<file path="config.mk">
export PLATFORM = sky130hd
export DESIGN_NAME = fetch_queue_unit
export DESIGN_NICKNAME = d
export VERILOG_FILES = /design/src/rtl/fetch_queue_unit.sv
export SDC_FILE = /design/constraint.sdc
export NUM_CORES = 1
export LEC_CHECK = 0
export CAP_MARGIN = 5
export CORE_MARGIN = 5
export CORE_UTILIZATION = 59
export CTS_BUF_LIST = sky130_fd_sc_hd__clkbuf_16
export DETAILED_ROUTE_END_ITERATION = 6
export PLACE_DENSITY = 0.95
export RECOVER_POWER = 50
export SLEW_MARGIN = 20
export SYNTH_ARGS = -nofsm -noshare
export SYNTH_HDL_FRONTEND = slang
export SYNTH_SLANG_ARGS = --single-unit
</file>
<file path="constraint.sdc">
create_clock -name clk -period 6.7 [get_ports clk]
set_clock_uncertainty 0.2 [all_clocks]
set_input_delay 1.34 -clock clk [delete_from_list [all_inputs] [get_ports clk]]
set_output_delay 1.34 -clock clk [all_outputs]
set_load 0.02 [all_outputs]
</file>
<file path="src/rtl/fetch_queue_unit.sv">
// Fetch stage: PC + imem issue + DEPTH-entry prefetch queue; head valid 2 cycles after issue, 1 instr/cycle.
// Backpressure: instr_ready low stalls issue once count+inflight reaches DEPTH. `FETCH_STATS_EN adds stat counters.
module fetch_queue_unit #(
    parameter int PC_W     = 8,
    parameter int INSTR_W  = 16,
    parameter int DEPTH    = 4,
    parameter int RESET_PC = 0
) (
    input  logic               clk,
    input  logic               reset,
    input  logic               enable,
    output logic               imem_rd_en,
    output logic [PC_W-1:0]    imem_addr,
    input  logic [INSTR_W-1:0] imem_rdata,
    input  logic               branch_i,
    input  logic [PC_W-1:0]    branch_target_i,
    output logic               instr_valid,
    input  logic               instr_ready,
    output logic [INSTR_W-1:0] instr_o,
    output logic [PC_W-1:0]    instr_pc_o,
    output logic [3:0]         opcode_o
`ifdef FETCH_STATS_EN
    ,
    output logic [15:0]        stat_fetched,
    output logic [15:0]        stat_killed
`endif
);

    localparam int PW = (DEPTH > 1) ? $clog2(DEPTH) : 1;
    localparam int CW = $clog2(DEPTH + 1);

    typedef enum logic [1:0] {
        ST_BOOT,
        ST_RUN,
        ST_REDIRECT
    } state_t;

    state_t          state_q, state_d;
    logic [PC_W-1:0] pc_q, pc_d;
    logic [PC_W-1:0] ret_pc_q, ret_pc_d;
    logic            inflight_q, inflight_d;
    logic [PW-1:0]   wr_ptr_q, wr_ptr_d;
    logic [PW-1:0]   rd_ptr_q, rd_ptr_d;
    logic [CW-1:0]   count_q, count_d;

    logic [INSTR_W-1:0] instr_mem_q [DEPTH];
    logic [PC_W-1:0]    pc_mem_q    [DEPTH];

    logic issue;
    logic push;
    logic pop;

    // Space is reserved for the in-flight word, so a full queue can never be overrun.
    assign issue = (state_q != ST_BOOT) && enable && !branch_i
                   && ((int'(count_q) + int'(inflight_q)) < DEPTH);
    assign push  = inflight_q && !branch_i;
    assign pop   = instr_valid && instr_ready;

    assign imem_rd_en  = issue;
    assign imem_addr   = issue ? pc_q : '0;
    assign instr_valid = (count_q != '0);
    assign instr_o     = instr_valid ? instr_mem_q[rd_ptr_q] : '0;
    assign instr_pc_o  = instr_valid ? pc_mem_q[rd_ptr_q] : '0;
    assign opcode_o    = instr_o[INSTR_W-1 -: 4];

    always_comb begin
        state_d    = ST_RUN;
        pc_d       = pc_q;
        ret_pc_d   = issue ? pc_q : ret_pc_q;
        inflight_d = issue;
        wr_ptr_d   = wr_ptr_q;
        rd_ptr_d   = rd_ptr_q;
        count_d    = count_q;
        if (branch_i) begin
            state_d  = ST_REDIRECT;
            pc_d     = branch_target_i;
            wr_ptr_d = '0;
            rd_ptr_d = '0;
            count_d  = '0;
        end else begin
            if (issue) pc_d = pc_q + PC_W'(1);
            if (push)  wr_ptr_d = wr_ptr_q + PW'(1);
            if (pop)   rd_ptr_d = rd_ptr_q + PW'(1);
            count_d = count_q + CW'(push) - CW'(pop);
        end
    end

    always_ff @(posedge clk or negedge reset) begin
        if (!reset) begin
            state_q    <= ST_BOOT;
            pc_q       <= PC_W'(RESET_PC);
            ret_pc_q   <= '0;
            inflight_q <= 1'b0;
            wr_ptr_q   <= '0;
            rd_ptr_q   <= '0;
            count_q    <= '0;
        end else begin
            state_q    <= state_d;
            pc_q       <= pc_d;
            ret_pc_q   <= ret_pc_d;
            inflight_q <= inflight_d;
            wr_ptr_q   <= wr_ptr_d;
            rd_ptr_q   <= rd_ptr_d;
            count_q    <= count_d;
        end
    end

    always_ff @(posedge clk) begin
        if (push) begin
            instr_mem_q[wr_ptr_q] <= imem_rdata;
            pc_mem_q[wr_ptr_q]    <= ret_pc_q;
        end
    end

`ifdef FETCH_STATS_EN
    logic [15:0] stat_fetched_q, stat_fetched_d;
    logic [15:0] stat_killed_q, stat_killed_d;
    logic [16:0] fetched_sum;
    logic [16:0] killed_sum;

    // A head popped in the branch cycle was consumed, so it is not counted as killed.
    always_comb begin
        fetched_sum = {1'b0, stat_fetched_q} + 17'(push);
        killed_sum  = {1'b0, stat_killed_q};
        if (branch_i) begin
            killed_sum = {1'b0, stat_killed_q} + 17'(count_q) + 17'(inflight_q) - 17'(pop);
        end
        stat_fetched_d = fetched_sum[16] ? 16'hFFFF : fetched_sum[15:0];
        stat_killed_d  = killed_sum[16]  ? 16'hFFFF : killed_sum[15:0];
    end

    always_ff @(posedge clk or negedge reset) begin
        if (!reset) begin
            stat_fetched_q <= '0;
            stat_killed_q  <= '0;
        end else begin
            stat_fetched_q <= stat_fetched_d;
            stat_killed_q  <= stat_killed_d;
        end
    end

    assign stat_fetched = stat_fetched_q;
    assign stat_killed  = stat_killed_q;
`endif

endmodule

</file>
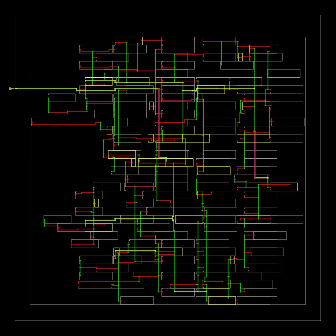
(the clock network)
clock net sink count: 122
CTS Buf Count: 17
Clk. pwr: 911 uW
Layout clock buffers: 17
FF+latch count: 122

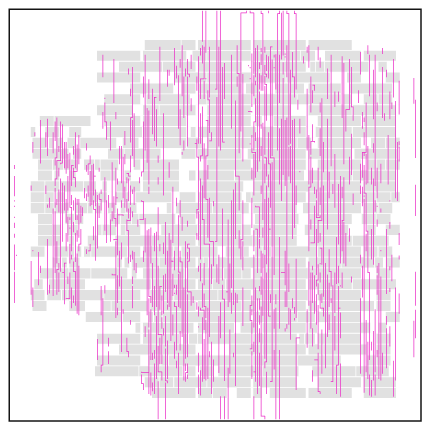
(metal 2)
(4 px per um)
356 nets have wire on it. The wires run mostly vertical. The longest straight run is 54.7 um. The layer carries 5480 um of wire. The layer holds 52% of the routed length.
Routed WL: 10.5 mm
via count: 2796

==> results.cfg <==
; implementation run metrics
[global_route]
grt_pass1_vias = 3012
grt_start_max_net_pins = 28
grt_first_pass_wirelength_mm = 16.5
antenna_found_initial = 0
grt.overflow.total = 0
grt_usage_pct = 22.1

[final_layout]
layout-drive-gt1-share_pct = 17.6
fillers = 423
fin_area_um2 = 6370
nets = 399
utilization_pct = 76.8
area_delta_synth_final_pct = 26.1
antenna_cells = 0

[final_timing]
worstMarginPinSlew_ns = 1.38
setup_violations = 0
post-route-period-util_pct = 80.9
drv_slew = 0
rsz0062_at_grt = false
fmax_mhz = 184
relSlewSlack_pct = 8.22
setup_tns_ns = 0
hold_violations = 0

[pwr]
power_uw = 2580
switchingPower_uw = 722
seq_power_share_pct = 38.7
combinationalPowerShare_pct = 25.9
ir_drop_mv = 0.205
p_sw_share_pct = 28.0
p_per_area_nw_per_um2 = 404
p_leak_uw = 0.00229
internal_power_uw = 1850
p_clk_share_pct = 35.4

[synthesis]
synthFlopType = edfxtp_1
synthTopCellsByCount = edfxtp_1, and2_1, dfrtp_1
yosys.stat.seqShare_pct = 69.9
syn_inst = 289
syn_avg_cell_area_um2 = 17.5
ys_cells = 289
ys_area_um2 = 5060
async_reset_ff_share_pct = 21.3
synth_top_cell_by_area = edfxtp_1
edf_count = 96
synthesis.area_um2 = 5060
numSynthFlops = 122
ys_types = 37
most_common_cell = edfxtp_1
yosysWarnings = 0
top_cell_area_share_pct = 57.0

[place]
gp_congestion = 0.857
hpwl_mm = 5.86
port_buffers = 66
placed_cell_area_um2 = 5790

[route]
wire_per_inst_um = 21.9
drc = 0
drt_pre_antenna_iters = 4
avgViaCountPerCell = 5.84
ant_nets = 0
drt_iter0_markers = 201

[floorplan]
core_region_area_um2 = 8300
die_x_um = 103
dieArea_um2 = 10500
rows = 33
io_pins = 67
initCoreUtil_pct = 60.9
die_y_um = 103

[critical_path]
crit_type = in -> out
start_kind = input port
end_kind = output port
arrival_ns = 3.88
worstPathRequired_ns = 5.16
cp_max_fo = 23

[hold_path]
min_path_type = reg -> reg

[clock_tree]
clk_path_buf_depth = 2
cts_setup_buffers = 0
insertion_delay_ns = 0.40
hold_buffers = 0
cts-root-buf = clkbuf_16
cts_resized = 0
cts_tree = done
cts.clk_slew.worst_paths_ns = 0.06
htree_levels = 4

[run]
maxCapViolations = 0
tool_warnings = 29

[run_status]
outcome = finished, final reports clean
routing by layer:
layer	track usage (%)	vias up	share of wire, %
li1	-	1259	-
met1	28.2	1398	39
met2	35.4	131	52
met3	6.77	8	7.5
met4	9.59	0	1.0
met5	0	-	0
final timing paths:
| path | slack (ns) | from | depth (start not counted) | end |
|---|---|---|---|---|
| max | 1.28 | branch_i | 5 | imem_addr[0] |
| min | 0.32 | ret_pc_q[1] | 0 | pc_mem_q[0][1] |
| max reg2reg | 3.63 | count_q[1] | 9 | count_q[2] |
| min reg2reg | 0.32 | ret_pc_q[1] | 0 | pc_mem_q[0][1] |
| max in group asynchronous | 4.35 | reset | 1 | rd_ptr_q[0] |
| min in group asynchronous | 1.04 | reset | 1 | state_q[0] |
power groups by stage:
stage	Combinational, uW	Sequential, uW	Clock, uW
finish	668	998	911
floorplan	458	943	0
global route	711	1010	964
CTS	679	1000	921
global placement	642	1000	0
detailed placement	654	1010	0
placed cells by master (no fill, tap or decap), types with 2 or more instances in the layout:
master           instances
edfxtp_1                96
clkdlybuf4s50_1         48
and2_1                  36
mux4_2                  24
dfrtp_1                 24
clkbuf_16               17
dlygate4sd3_1           17
inv_1                   10
nor2_1                  10
nand2_1                 10
ha_1                     8
mux2_2                   7
o211ai_1                 6
or4_1                    5
nand3_1                  5
clkinv_2                 5
bufinv_16                4
buf_4                    4
o21ai_0                  3
xnor2_1                  3
nand4_1                  3
clkinv_1                 3
or3_1                    2
nor2b_1                  2
o21a_1                   2
and4_1                   2
clkbuf_1                 2
dfrtp_2                  2
sequential cells by signal, summed over array words and instances, names as in the netlist:
name / flops
count_q: 3
state_q: 2
instr_mem_q: 64
ret_pc_q: 8
pc_q: 8
pc_mem_q: 32
rd_ptr_q: 2
wr_ptr_q: 2
inflight_q: 1
cells by family (layout without fill, tap and decap cells):
family,after synthesis,in the layout,synth area share [%]
flops,122,122,69.9
simple gates,80,80,9.26
buf+inv,25,110,2.45
mux,33,33,12.7
xor+xnor,4,4,0.693
compound gates,16,16,2.60
fa+ha+maj,9,9,2.38
cell type report:
class                   count  area (um2)  area share (%)
repair buffers             71         688            10.8
well taps                 105         131            2.06
clock inverters            15         168            2.63
inverters                   7        26.3           0.412
clock buffers              17         425            6.67
flip-flops and latches    122        3540            55.5
multi-input cells         142        1400            21.9
through the flow:
| step | instances | hold WS [ns] | setup WS (ns) |
|---|---|---|---|
| 2_1_floorplan | 289 | 0.272 | 2.85 |
| 3_3_place_gp | 447 | 0.289 | 1.74 |
| 3_5_place_dp | 447 | 0.311 | 1.61 |
| 4_1_cts | 479 | 0.333 | 1.59 |
| 5_1_grt | 479 | 0.338 | 1.10 |
| 6_report | 479 | 0.321 | 1.28 |
worst max-delay path, cell delays in order:
cell	delay (ns)
dlygate4sd3_1	0.53
clkbuf_1	0.42
nor3_4	0.76
and2_1	0.22
clkdlybuf4s50_1	0.61
Power and IR drop assume default switching activity.
